File: config.mk
export PLATFORM = sky130hd
export DESIGN_NAME = id_ex_stage
export DESIGN_NICKNAME = d
export VERILOG_FILES = /design/src/rtl/id_ex_stage_pkg.sv /design/src/rtl/id_ex_stage_fwd_mux.sv /design/src/rtl/id_ex_stage.sv
export SDC_FILE = /design/constraint.sdc
export NUM_CORES = 1
export LEC_CHECK = 0
export CORE_MARGIN = 8
export CORE_UTILIZATION = 34
export CTS_CLUSTER_DIAMETER = 60
export CTS_CLUSTER_SIZE = 28
export DETAILED_ROUTE_END_ITERATION = 12
export HOLD_SLACK_MARGIN = 0.03
export PLACE_DENSITY_LB_ADDON = 0.25
export REMOVE_ABC_BUFFERS = 1
export SYNTH_ARGS = -nofsm -noshare
export SYNTH_HDL_FRONTEND = slang
export SYNTH_SLANG_ARGS = --single-unit
export TNS_END_PERCENT = 30
File: constraint.sdc
create_clock -name clk -period 4.04 [get_ports clk]
set_clock_uncertainty 0.1 [all_clocks]
set_input_delay 1.212 -clock clk [delete_from_list [all_inputs] [get_ports clk]]
set_output_delay 1.212 -clock clk [all_outputs]
set_load 0.1 [all_outputs]
File: src/rtl/id_ex_stage_pkg.sv
// Shared definitions for the ID/EX pipeline register: datapath width, register-index width, ALU opcodes.
package id_ex_stage_pkg;

    localparam int XLEN_DEF  = 32;
    localparam int REG_IDX_W = 5;

    typedef enum logic [2:0] {
        ALU_ADD  = 3'b000,
        ALU_SLL  = 3'b001,
        ALU_SLT  = 3'b010,
        ALU_SLTU = 3'b011,
        ALU_XOR  = 3'b100,
        ALU_SR   = 3'b101,
        ALU_OR   = 3'b110,
        ALU_AND  = 3'b111
    } alu_op_e;

endpackage

File: src/rtl/id_ex_stage_fwd_mux.sv
// Operand bypass select for one source register: EX/MEM beats MEM/WB, x0 is never bypassed.
module fwd_mux
    import id_ex_stage_pkg::*;
#(
    parameter int XLEN = XLEN_DEF
) (
    input  logic [REG_IDX_W-1:0] addr,
    input  logic [XLEN-1:0]      rf_data,
    input  logic                 exmem_we,
    input  logic [REG_IDX_W-1:0] exmem_rd,
    input  logic [XLEN-1:0]      exmem_data,
    input  logic                 memwb_we,
    input  logic [REG_IDX_W-1:0] memwb_rd,
    input  logic [XLEN-1:0]      memwb_data,
    output logic [XLEN-1:0]      data
);

    always_comb begin
        data = rf_data;
        if (addr != '0) begin
            if (exmem_we && (exmem_rd == addr))
                data = exmem_data;
            else if (memwb_we && (memwb_rd == addr))
                data = memwb_data;
        end
    end

endmodule

File: src/rtl/id_ex_stage.sv
// ID/EX pipeline register with valid/ready handshake and flush. Define ID_EX_FWD_EN to
// bypass EX/MEM and MEM/WB results into the operands; otherwise a load-use style interlock stalls decode.
module id_ex_stage
    import id_ex_stage_pkg::*;
#(
    parameter int XLEN = XLEN_DEF
) (
    input  logic                 clk,
    input  logic                 rst,
    input  logic                 id_valid,
    output logic                 id_ready,
    input  logic [REG_IDX_W-1:0] id_rs1_addr,
    input  logic [REG_IDX_W-1:0] id_rs2_addr,
    input  logic [XLEN-1:0]      id_rs1_data,
    input  logic [XLEN-1:0]      id_rs2_data,
    input  logic [XLEN-1:0]      id_imm,
    input  logic                 id_use_imm,
    input  logic [2:0]           id_alu_op,
    input  logic                 id_funct7,
    input  logic [REG_IDX_W-1:0] id_rd,
    input  logic                 id_reg_write,
    input  logic                 fwd_exmem_we,
    input  logic [REG_IDX_W-1:0] fwd_exmem_rd,
    input  logic [XLEN-1:0]      fwd_exmem_data,
    input  logic                 fwd_memwb_we,
    input  logic [REG_IDX_W-1:0] fwd_memwb_rd,
    input  logic [XLEN-1:0]      fwd_memwb_data,
    input  logic                 flush,
    input  logic                 ex_ready,
    output logic                 ex_valid,
    output logic [XLEN-1:0]      operand_a,
    output logic [XLEN-1:0]      operand_b,
    output logic [2:0]           alu_op,
    output logic                 funct7,
    output logic [REG_IDX_W-1:0] ex_rd,
    output logic                 ex_reg_write
);

    logic [XLEN-1:0] rs1_p0;
    logic [XLEN-1:0] rs2_p0;
    logic            hazard_p0;
    logic            accept_p0;

`ifdef ID_EX_FWD_EN
    fwd_mux #(.XLEN(XLEN)) u_fwd_rs1 (
        .addr       (id_rs1_addr),
        .rf_data    (id_rs1_data),
        .exmem_we   (fwd_exmem_we),
        .exmem_rd   (fwd_exmem_rd),
        .exmem_data (fwd_exmem_data),
        .memwb_we   (fwd_memwb_we),
        .memwb_rd   (fwd_memwb_rd),
        .memwb_data (fwd_memwb_data),
        .data       (rs1_p0)
    );

    fwd_mux #(.XLEN(XLEN)) u_fwd_rs2 (
        .addr       (id_rs2_addr),
        .rf_data    (id_rs2_data),
        .exmem_we   (fwd_exmem_we),
        .exmem_rd   (fwd_exmem_rd),
        .exmem_data (fwd_exmem_data),
        .memwb_we   (fwd_memwb_we),
        .memwb_rd   (fwd_memwb_rd),
        .memwb_data (fwd_memwb_data),
        .data       (rs2_p0)
    );

    assign hazard_p0 = 1'b0;
`else
    logic unused_fwd;

    assign rs1_p0 = id_rs1_data;
    assign rs2_p0 = id_rs2_data;

    // Without bypassing, a source that names the held destination must wait until it retires.
    assign hazard_p0 = id_valid && ex_valid && ex_reg_write && (ex_rd != '0) &&
                       ((ex_rd == id_rs1_addr) || ((ex_rd == id_rs2_addr) && !id_use_imm));

    assign unused_fwd = ^{fwd_exmem_we, fwd_exmem_rd, fwd_exmem_data,
                          fwd_memwb_we, fwd_memwb_rd, fwd_memwb_data};
`endif

    assign id_ready  = !flush && (!ex_valid || ex_ready) && !hazard_p0;
    assign accept_p0 = id_valid && id_ready;

    // ---- capture boundary: operands are resolved now and never re-forwarded while held ----
    always_ff @(posedge clk or posedge rst) begin
        if (rst) begin
            ex_valid     <= 1'b0;
            operand_a    <= '0;
            operand_b    <= '0;
            alu_op       <= ALU_ADD;
            funct7       <= 1'b0;
            ex_rd        <= '0;
            ex_reg_write <= 1'b0;
        end else begin
            if (flush)
                ex_valid <= 1'b0;
            else if (accept_p0)
                ex_valid <= 1'b1;
            else if (ex_ready)
                ex_valid <= 1'b0;

            if (accept_p0) begin
                operand_a    <= rs1_p0;
                operand_b    <= id_use_imm ? id_imm : rs2_p0;
                alu_op       <= id_alu_op;
                funct7       <= id_funct7;
                ex_rd        <= id_rd;
                ex_reg_write <= id_reg_write && (id_rd != '0);
            end
        end
    end

endmodule

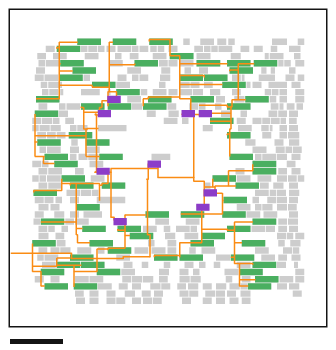
*Clock network drawn from the DEF*
The bar under the picture is 20 um long.
- purple: cells driving clock nets (count 9)
- green: flip-flops (count 75)
- orange: clock wires (length 976 um)
- flops lie: widely spread

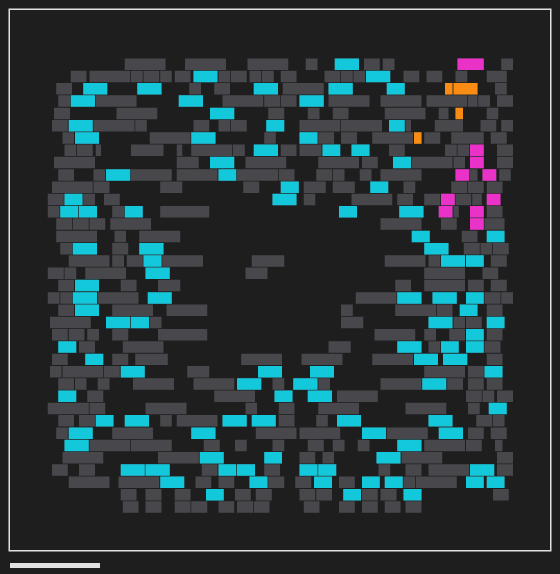
*Gate-type map*
The bar under the picture is 20 um long.
- cyan: multiplexers (cells 106; most used mux2_4; where widely spread)
- orange: inverting AOI/OAI gates (cells 4; most used o21ai_0; where upper right)
- magenta: XOR/XNOR gates (cells 10; most used xnor2_1)

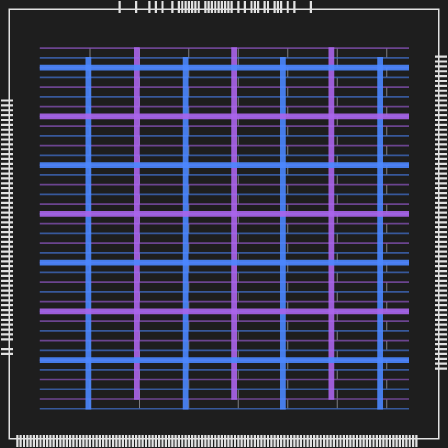
*PDN straps and rails*
Pins as bars on the die edge. Tap cells in gray.
- purple: VDD
- blue: VSS
- tap cells: 136
- met4 straps: 7

==> reports/metrics.sh <==
FINAL-SEQ-AREA_UM2=1880
SYNTH_SEQ_SHARE_PCT=51.6
SYNTH.CELLS.MOST_FREQUENT='75 x sky130_fd_sc_hd__dfrtp_1, 59 x sky130_fd_sc_hd__mux2_4, 46 x sky130_fd_sc_hd__mux2_2, 9 x sky130_fd_sc_hd__xnor2_1, 6 x sky130_fd_sc_hd__buf_12'
POWER.LARGEST_GROUP='combinational logic'
ROOT_BUFFER='sky130_fd_sc_hd__clkbuf_8'
N_FILL_CELL=884
HOLD_VIOLATIONS=0
CRITICAL_PATH_BUF_INV_COUNT=2
WORST_PATH_MAX_DELAY_CELL='sky130_fd_sc_hd__clkdlybuf4s50_1'
CTS_SETUP_BUFFERS=0
POST_CTS.RESIZED_INSTANCES=0
GRT.MET1_USAGE_PCT=16.4
RSZ0062_AT_GRT='false'
SH_COMB_AREA_PCT=27.9
INVERTERS=2
REG2REG_TO='ex_rd[2]$_DFFE_PP0P_'
SYNTH-EDFF-COUNT=0
GRT_PASS1_VIAS=2949
IOPINCOUNT=274
TIGHTEST_SLEW_NS=1.00
CELL_TAKING_THE_MOST_AREA_AFTER_SYNTHESIS='sky130_fd_sc_hd__dfrtp_1'
FMAX_GHz=0.252
OPENROAD.WARNINGS=101
SWITCHING_POWER_mW=1.59
COMBINATIONALPOWER_mW=1.74
STARTPOINT_OF_THE_WORST_REGISTER_TO_REGISTER_PATH='ex_rd[1]$_DFFE_PP0P_'
WL_PER_CELL_UM=17.7
TOP_USAGE_LAYER='met2'
PLACE.PORT_BUFFERS=197
MOST_COMMON_CELL='sky130_fd_sc_hd__dfrtp_1'
POST_SYNTH_INSTANCE_AREA_UM2=3640
GRT.TOTAL_USAGE_PCT=13.7
YS_CELLS=219
ANTENNADIODECOUNT=0
POSTLAYOUTCOREUTIL_PCT=55.9
DIE_AREA_UM2=14300
TIMING.CRITICAL_PATH.MAX_DELAY_FAMILY='buffers and inverters'
TAPCELL.INSERTED=136
RESULT_OF_THE_RUN='finished, final reports clean'
CLK-POWER_mW=0.625
ANTENNA_FOUND_INITIAL=0
XOR_SHARE_PCT=2.41
SYNTH.YOSYS.WARNINGS=0
POWER.COMBINATIONAL.FRACTION_PCT=52.1
AREA_DOMINANT_CLASS='non-clock buffers'
WORST-SETUP-PATH-TYPE='input port to output port'
CLKBUF_COUNT=11
POWER.SWITCHING_FRACTION_PCT=47.4
YOSYS_MOST_USED_DFF='sky130_fd_sc_hd__dfrtp_1'
GRT.MET2_USAGE_PCT=21.7
FINAL_AREA_UM2=5800
POST_SYNTH_MAIN_AREA_CONTRIBUTORS='sky130_fd_sc_hd__dfrtp_1 52%, sky130_fd_sc_hd__mux2_4 24%, sky130_fd_sc_hd__mux2_2 14%, sky130_fd_sc_hd__buf_12 3.3%, sky130_fd_sc_hd__xnor2_1 2.2%'
LAYOUT_SETUP_WS_NS=0.0759
WORSTSETUPSTARTPOINT='id_rs2_addr[3]'
FLOP-COUNT=75
TIMING.CRITICAL_PATH.TO_TYPE='output port'
FINAL-NONCLK-BUF-SHARE_PCT=32.9
POWER_SEQUENTIAL_mW=0.978
REG2REG_SLACK_NS=1.38
MAX_SLEW_MARGIN_PCT=33.0
GLOBAL_ROUTE_WIRE_LENGTH_BEFORE_REPAIR_UM=15700
WORSTSKEWPAIRLATENCY_NS=0.33
CORE-AREA_UM2=10400
INTERNAL_POWER_mW=1.76
MUX_SHARE_PCT=38.9
